### Sizing map, run 1

Scale: 1.5 px per um.
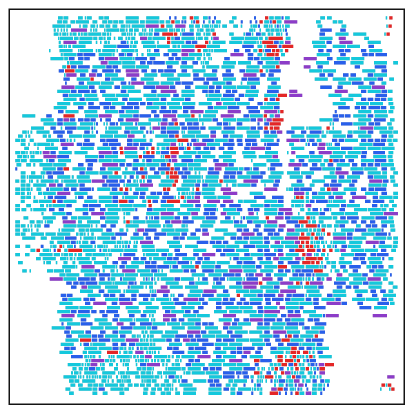
### The metal 1 layer, run 1

Scale: 2 px per um. Supply wires on this layer in gray.
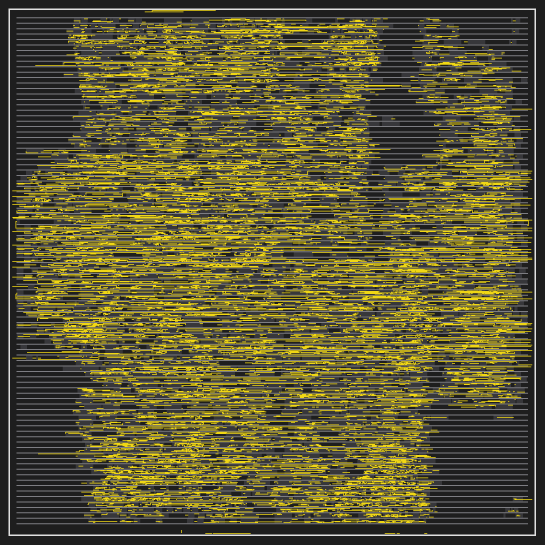
### Placed standard cells, run 1

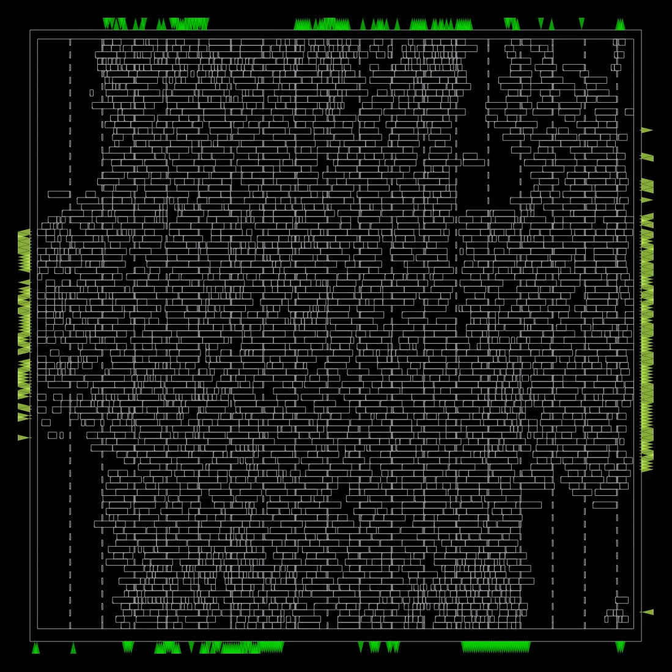
--- src/rtl/riscv_pkg.sv ---
// riscv_pkg: shared core widths, reset PC and prefetch FSM state encoding.
package riscv_pkg;
  localparam int XLEN = 64;
  localparam int ILEN = 32;
  localparam int INSN_BYTES = 4;
  localparam logic [XLEN-1:0] RESET_PC_DEFAULT = '0;
  typedef enum logic {BOOT, RUN} fetch_state_e;
endpackage

--- src/rtl/prefetch_fifo.sv ---
// prefetch_fifo: register-based FIFO with synchronous flush and occupancy count.
module prefetch_fifo #(
  parameter int W = 32,
  parameter int D = 4,
  localparam int AW = $clog2(D),
  localparam int CW = AW + 1
) (
  input  logic          clk,
  input  logic          rst_n,
  input  logic          flush,
  input  logic          push,
  input  logic [W-1:0]  din,
  input  logic          pop,
  output logic [W-1:0]  dout,
  output logic [CW-1:0] count
);
  logic [W-1:0] mem_q [D];
  logic [W-1:0] mem_d [D];
  logic [AW-1:0] wr_q, wr_d, rd_q, rd_d;
  logic [CW-1:0] cnt_q, cnt_d;
  always_comb begin
    mem_d = mem_q;
    if (push) mem_d[wr_q] = din;
    wr_d = flush ? '0 : wr_q + AW'(push);
    rd_d = flush ? '0 : rd_q + AW'(pop);
    cnt_d = flush ? '0 : cnt_q + CW'(push) - CW'(pop);
  end
  // storage is reset so the head reads zero out of reset
  always_ff @(posedge clk or negedge rst_n) begin
    if (!rst_n) begin
      mem_q <= '{default: '0};
      wr_q <= '0;
      rd_q <= '0;
      cnt_q <= '0;
    end else begin
      mem_q <= mem_d;
      wr_q <= wr_d;
      rd_q <= rd_d;
      cnt_q <= cnt_d;
    end
  end
  assign dout = mem_q[rd_q];
  assign count = cnt_q;
endmodule

--- src/rtl/fetch_prefetch_queue.sv ---
// fetch_prefetch_queue: sequential instruction prefetch with credit-limited
// in-flight requests, in-order response buffering and redirect flush.
module fetch_prefetch_queue
  import riscv_pkg::*;
#(
  parameter int DEPTH = 4,
  parameter logic [XLEN-1:0] RESET_PC = RESET_PC_DEFAULT
) (
  input  logic            CLK,
  input  logic            RESET,
  output logic            IMEM_REQ_V,
  output logic [XLEN-1:0] IMEM_REQ_ADDR,
  input  logic            IMEM_REQ_RDY,
  input  logic            IMEM_RSP_V,
  input  logic [ILEN-1:0] IMEM_RSP_DATA,
  input  logic            REDIRECT_V,
  input  logic [XLEN-1:0] REDIRECT_ADDR,
  output logic            FE_V,
  output logic [ILEN-1:0] FE_IR,
  output logic [XLEN-1:0] FE_PC,
  output logic [XLEN-1:0] FE_NPC,
  input  logic            FE_RDY
);
  localparam int CW = $clog2(DEPTH) + 1;
  localparam int SW = CW + 1;
  fetch_state_e state_q, state_d;
  logic run;
  logic [XLEN-1:0] pc_q, pc_d, tag;
  logic [CW-1:0] disc_q, disc_d, count, outs;
  logic [XLEN+ILEN-1:0] head;
  logic req_fire, rsp_fire, push, pop;
  always_ff @(posedge CLK or negedge RESET) begin
    if (!RESET) state_q <= BOOT;
    else state_q <= state_d;
  end
  always_comb state_d = (state_q == BOOT) ? RUN : state_q;
  always_comb run = (state_q == RUN);
  // queued words plus outstanding requests never exceed DEPTH, so pushes never overflow
  assign IMEM_REQ_V = run && (SW'(count) + SW'(outs) < SW'(DEPTH)) && !REDIRECT_V;
  assign IMEM_REQ_ADDR = pc_q;
  assign req_fire = IMEM_REQ_V && IMEM_REQ_RDY;
  assign rsp_fire = IMEM_RSP_V && (outs != '0);
  assign push = rsp_fire && (disc_q == '0) && !REDIRECT_V;
  assign pop = FE_V && FE_RDY && !REDIRECT_V;
  always_comb begin
    pc_d = REDIRECT_V ? (REDIRECT_ADDR & ~XLEN'(3)) : pc_q + (req_fire ? XLEN'(INSN_BYTES) : '0);
    disc_d = REDIRECT_V ? disc_q + outs - CW'(rsp_fire) : disc_q - CW'(rsp_fire && (disc_q != '0));
  end
  always_ff @(posedge CLK or negedge RESET) begin
    if (!RESET) begin
      pc_q <= RESET_PC;
      disc_q <= '0;
    end else begin
      pc_q <= pc_d;
      disc_q <= disc_d;
    end
  end
  // tag FIFO occupancy is the outstanding-request count; stale tags drain with their responses
  prefetch_fifo #(.W(XLEN), .D(DEPTH)) u_tag (
    .clk(CLK), .rst_n(RESET), .flush(1'b0), .push(req_fire), .din(pc_q),
    .pop(rsp_fire), .dout(tag), .count(outs)
  );
  prefetch_fifo #(.W(XLEN + ILEN), .D(DEPTH)) u_queue (
    .clk(CLK), .rst_n(RESET), .flush(REDIRECT_V), .push(push), .din({tag, IMEM_RSP_DATA}),
    .pop(pop), .dout(head), .count(count)
  );
  assign FE_V = (count != '0);
  assign FE_PC = head[XLEN+ILEN-1:ILEN];
  assign FE_IR = head[ILEN-1:0];
  assign FE_NPC = FE_V ? FE_PC + XLEN'(INSN_BYTES) : '0;
endmodule

--- config.mk ---
export PLATFORM = sky130hd
export DESIGN_NAME = fetch_prefetch_queue
export DESIGN_NICKNAME = d
export VERILOG_FILES = /design/src/rtl/riscv_pkg.sv /design/src/rtl/prefetch_fifo.sv /design/src/rtl/fetch_prefetch_queue.sv
export SDC_FILE = /design/constraint.sdc
export NUM_CORES = 1
export LEC_CHECK = 0
export ABC_CLOCK_PERIOD_IN_PS = 3900
export CAP_MARGIN = 30
export CORE_MARGIN = 3
export CORE_UTILIZATION = 50
export DETAILED_ROUTE_END_ITERATION = 12
export GPL_TIMING_DRIVEN = 0
export HOLD_SLACK_MARGIN = 0.06
export PLACE_DENSITY = 0.74
export SYNTH_ARGS = -nofsm -noshare
export SYNTH_HDL_FRONTEND = slang
export SYNTH_SLANG_ARGS = --single-unit
--- constraint.sdc ---
create_clock -name CLK -period 3.9 [get_ports CLK]
set_input_delay 0.78 -clock CLK [delete_from_list [all_inputs] [get_ports CLK]]
set_output_delay 0.78 -clock CLK [all_outputs]
set_load 0.01 [all_outputs]
==> impl_metrics.yaml, run 1 <==
# synthesis and place-and-route metrics
timing:
  fin_hold_ws_ps: 142
  setup_violations: 48
  slew_violations: 0
  layout_setup_ws_ps: -488
  rsz0062_at_grt: "yes"
status:
  status: "finished, violations left"
  violations: "setup timing"
logic_synthesis:
  synth.top_cell.area_share_pct: 53.6
  syn_area_um2: 32800
  edf_count: 0
  synth_top_cell_by_count: "dfrtp_1"
  ys_sh_aoi_pct: 1.95
route:
  firstDrtPassIters: 5
  wire_per_inst_um: 25.1
floorplanning:
  die_h_um: 262
  ios: 328
critical_path:
  cp-endpoint: "FE_NPC[52]"
  path_class: "register to primary output"
cts:
  htree_levels: 3
finish:
  drive_gt1_share_pct: 42.8
  fin_nets: 2964
flow_run:
  drv_cap: 0
About 'Sizing map':
color	size	cells	share
purple	x6 and larger	175	6.0%
cyan	x1 and smaller	1659	57%
red	x3 and x4	157	5.4%
blue	x2	909	31%
post-route cell area: 41700 um^2
Final WS setup: -488 ps
Non-clock buffers: 604

About 'The metal 1 layer':
share of all routed wire	42%
nets with wire on the layer	2765
wire length on this layer	39.4 mm
main direction	horizontal
longest straight run	110 um
final WL: 94200 um
met1 track utilization from global routing: 36.8%
vias: 22500

About 'Placed standard cells':
Util after Layout: 64.4%
Core ar.: 64700 um^2
Fill cells: 4598
Flops: 704
n_taps: 855

[run 1: sequential cells by signal, indices dropped and copies added (netlist names)]
signal	flops
run	1
disc_q	3
u_queue.rd_q	2
u_queue.count	3
u_tag.rd_q	2
u_queue.wr_q	2
u_queue.mem_q	376
u_tag.count	3
u_tag.mem_q	248
IMEM_REQ_ADDR	62
u_tag.wr_q	2
[run 1: worst max-delay path: stages (launching register included)]
cell and delay, ps:
dfrtp_1 410, buf_12 170, buf_12 150, mux4_2 480, ha_4 190, nand3_4 80, nor3_4 220, buf_6 180
buf_6 140, nand3_4 120, or3_1 420, a21oi_2 240, buf_2 180
[run 1: power by group through the flow]
stage          combinational [mW]  clock (mW)  sequential [mW]
6_report                     9.12        7.45             9.97
5_1_grt                      9.66        7.85             10.2
4_1_cts                      8.91        7.55             9.94
3_5_place_dp                 8.57           0             10.1
3_3_place_gp                 8.20           0             9.96
2_1_floorplan                5.16           0             9.72
[run 1: metal layers]
layer	GRT usage [%]	wire, um	part of all wire (%)	vias to the layer above
met2	42.9	45800	49	819
li1	-	-	-	9515
met1	36.8	39400	42	12000
met5	0	0	0	-
met4	10.7	3090	3.3	0
met3	4.62	5930	6.3	177
[run 1: area by class of cell]
| cell class | instances | area [um^2] |
|---|---|---|
| Antenna cell | 1 | 2.50 |
| Buffer | 156 | 891 |
| Clock buffer | 112 | 2290 |
| Clock inverter | 23 | 317 |
| Fill cell | 4598 | 23000 |
| Inverter | 36 | 138 |
| Multi-Input combinational cell | 1421 | 15100 |
| Sequential cell | 704 | 17600 |
| Tap cell | 855 | 1070 |
| Timing Repair Buffer | 448 | 4250 |
[run 1: what timing repair did]
item,CTS,global route
endpoints found under the setup margin,384,108
buffers inserted,81,33
hold buffers,0,0
cloned,3,1
gates resized,371,83
pin swaps,56,41
### I/O nets highlighted, run 1

Scale: 1.5 px per um.
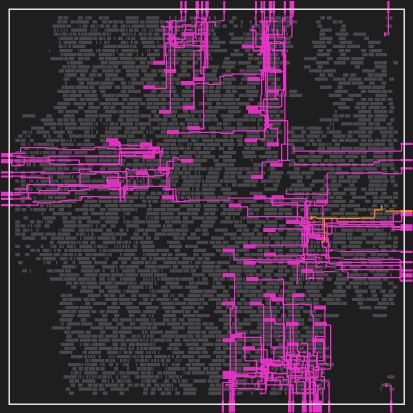

## Run 2: what changed since run 1
- CORE_ASPECT_RATIO: default -> 0.8
- PLACE_DENSITY: 0.74 -> 0.7
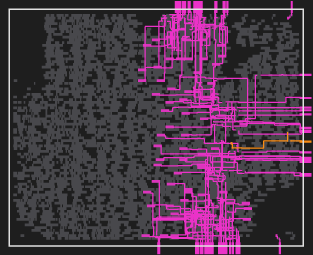
*I/O nets highlighted, run 2*
Scale: 1 px per um.
color	port	bits	direction	edge	end cells	buffers	wire
magenta	FE_PC	64	output	25 bottom, 24 top, 15 right	64	95	7120 um
orange	FE_V	1	output	right	1	1	88.8 um
Buffers on Ports: 319
Top Ports: 328

==> run 2 against run 1 <==
The flow still finishes with violations (setup timing); maximum frequency up 0.97%; design area about the same; wire length down 3.5%.
==> impl_metrics.yaml, run 2 <==
# synthesis and place-and-route metrics
logic_synthesis:
  synth_top_cell_by_count: "dfrtp_1"
  synth.top_cell.area_share_pct: 53.6
cts:
  htree_levels: 3
  hold_buffers: 0
  post-cts-setup-buffer-count: 67
finish:
  nFillCells: 4616
  final_cell_area_um2: 41600
  fin_nets: 2956
  regArea_um2: 17600
critical_path:
  cpMaxStageDelayCell: "mux4_2"
  path_class: "register to primary output"
  cp-endpoint: "FE_NPC[63]"
  crit_chain: "buf_6 > buf_12 > mux4_2 > nand4_4 > buf_6 > nor4_4 > buf_4 > buf_4 > nand4_1 > or3_1 > a21oi_2 > buf_2"
timing:
  fin_hold_ws_ps: 196
  setup_violations: 45
  layout_setup_ws_ps: -446
global_route:
  top_usage_layer: "met2"
  use_met1_pct: 38.0
status:
  status: "finished, violations left"
  violations: "setup timing"
flow_run:
  drv_cap: 0
route:
  routed_wl_um: 90900
  via_count: 21800
  wire_per_inst_um: 24.3
floorplanning:
  die_h_um: 235
[run 2: cell counts after synthesis]
No cell type changed its count.
[run 2: report_power, final]
part	switching (mW)	total (mW)	internal (mW)
Clock	2.92	7.28	4.35
Combinational	4.68	9.35	4.67
Sequential	0.966	9.96	8.99
[run 2: logic make-up (layout without fill, tap and decap cells)]
family	count (synthesis)	in the layout
mux	776	776
flops	704	704
simple gates	388	388
buf+inv	194	764
compound gates	122	122
xor+xnor	108	108
fa+ha+maj	20	20
other cells	2	7
[run 2: layout make-up]
cell class / instances / area share, %
well taps: 850 / 2.55
clock inverters: 31 / 0.995
multi-input cells: 1421 / 36.4
inverters: 36 / 0.331
flip-flops and latches: 704 / 42.3
clock buffers: 99 / 5.09
repair buffers: 440 / 10.1
plain buffers: 158 / 2.21
[run 2: worst max-delay path, delay by kind of cell (launching register included)]
family	cells	cell delay, ps
flops	1	390
mux	1	420
buf+inv	6	990
compound gates	1	210
simple gates	4	960
[run 2: how the worst min path moves through the flow]
| stage | endpoint | start | slack (ps) | depth (start not counted) |
|---|---|---|---|---|
| 2_1_floorplan | disc_q[2] | disc_q[2] | 430 | 1 |
| 3_3_place_gp | u_tag.mem_q[6] | u_tag.mem_q[6] | 460 | 2 |
| 3_5_place_dp | disc_q[2] | disc_q[2] | 450 | 1 |
| 4_1_cts | u_queue.mem_q[273] | RESET | 210 | 1 |
| 5_1_grt | u_queue.mem_q[273] | RESET | 250 | 1 |
| 6_report | u_queue.mem_q[273] | RESET | 200 | 1 |
[run 2: per-layer routing]
layer / vias to the layer above / part of all wire [%]
li1: 9487 / -
met1: 11500 / 45
met4: 0 / 2.8
met2: 660 / 47
met3: 154 / 5.4
met5: - / 0
### Placed standard cells, run 2

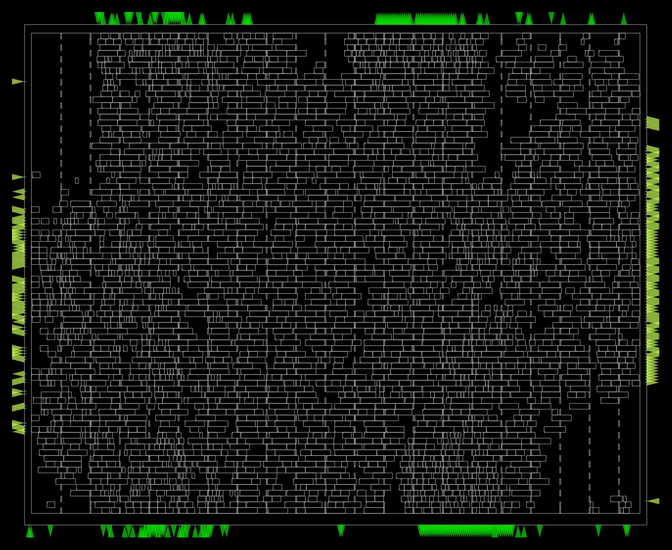

## Run 3: what changed since run 2
- CAP_MARGIN: 30 -> default
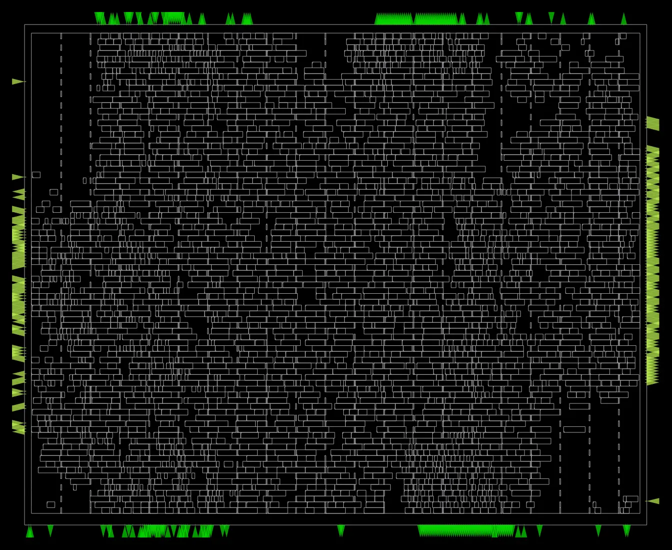
*Placed standard cells, run 3*
final cell count without fillers: 3726
n_taps: 850
Seq area share: 42.6%

==> run 3 against run 2 <==
The flow still finishes with violations (setup timing); via count up 0.18%; clock-buffer cell count is 1 lower; synthesized cell count is the same; non-clock buffer count fell by 16; die size unchanged; largest power group unchanged; highest routed layer unchanged.
==> impl_metrics.yaml, run 3 <==
# synthesis and place-and-route metrics
cts:
  hold_buffers: 0
  htree_levels: 3
finish:
  fin_nets: 2939
status:
  violations: "setup timing"
  status: "finished, violations left"
critical_path:
  crit_chain: "buf_6 > buf_12 > mux4_2 > ha_4 > nand3_4 > nor3_4 > buf_12 > nand4_1 > buf_6 > buf_4 > or3_4 > a21oi_2 > buf_2"
  cpMaxStageDelayCell: "mux4_2"
  path_class: "register to primary output"
  r2r_slack_ps: 130
placement:
  io_buffers: 319
timing:
  layout_setup_ws_ps: -469
  setup_violations: 49
route:
  wire_per_inst_um: 24.3
  dr_wl_met2_um: 42000
  drt-met1-wl_um: 40600
  routed_wl_um: 90400
  highest_layer: "met4"
  met3_length_um: 5230
  via_count: 21900
power_and_ir_drop:
  internal-power_mw: 17.9
  p_seq_mw: 9.96
  switching_share_pct: 32.2
  seqPwrFrac_pct: 37.8
  comb_power_mw: 9.18
  p_sw_mw: 8.51
  share_comb_of_total_power_pct: 34.8
  clk-power_mw: 7.25
flow_run:
  drv_cap: 0
global_route:
  use_met1_pct: 38.4
logic_synthesis:
  synth_top_cell_by_count: "dfrtp_1"
floorplanning:
  ios: 328
  chipArea_um2: 68800
## run 3: cell counts after synthesis
No cell type changed its count.
## run 3: timing repair
action                     4_1_cts  5_1_grt
setup buffers                   69       27
setup endpoints to repair      416      180
cloned                           1        2
resized                        353       82
pin swaps                       60       39
## run 3: layout make-up
| cell class | instances | area, um^2 |
|---|---|---|
| antenna | 1 | 2.50 |
| tap | 850 | 1060 |
| timing repair buffer | 424 | 4040 |
| buffer | 158 | 912 |
| clock inverter | 34 | 428 |
| multi-input combinational | 1421 | 15100 |
| sequential | 704 | 17600 |
| inverter | 36 | 138 |
| clock buffer | 98 | 2080 |
| fill | 4682 | 23200 |
## run 3: per-stage QoR
stage / hold slack [ps] / instance area, um^2 / power (mW) / setup TNS [ps]
after detailed placement: 453 / 37300 / 18.7 / -440840
after floorplan: 434 / 32900 / 14.9 / -7.58
after CTS: 206 / 40800 / 26.3 / -10560
after global placement: 460 / 37100 / 18.4 / -
after global routing: 249 / 41400 / 27.6 / -17810
final: 200 / 41400 / 26.4 / -12300
## run 3: final timing paths
| kind | start | endpoint | cells after the start |
|---|---|---|---|
| max | u_queue.rd_q[0] | FE_NPC[48] | 13 |
| min | RESET | u_queue.mem_q[369] | 1 |
| max reg2reg | u_tag.count[2] | IMEM_REQ_ADDR[47] | 14 |
| min reg2reg | disc_q[2] | disc_q[2] | 1 |
| max in group asynchronous | RESET | u_tag.mem_q[7] | 4 |
| min in group CLK | disc_q[2] | disc_q[2] | 1 |
## run 3: cells by family after synthesis
kind of cell    after synthesis  share of synthesized area, %
compound gates              122                          1.95
buf+inv                     194                          2.58
xor+xnor                    108                          2.88
simple gates                388                          6.16
mux                         776                          31.9
flops                       704                          53.6
other cells                   2                        0.0229
fa+ha+maj                    20                         0.831
Power figures rest on the tool's default switching activity, not on a simulated workload.
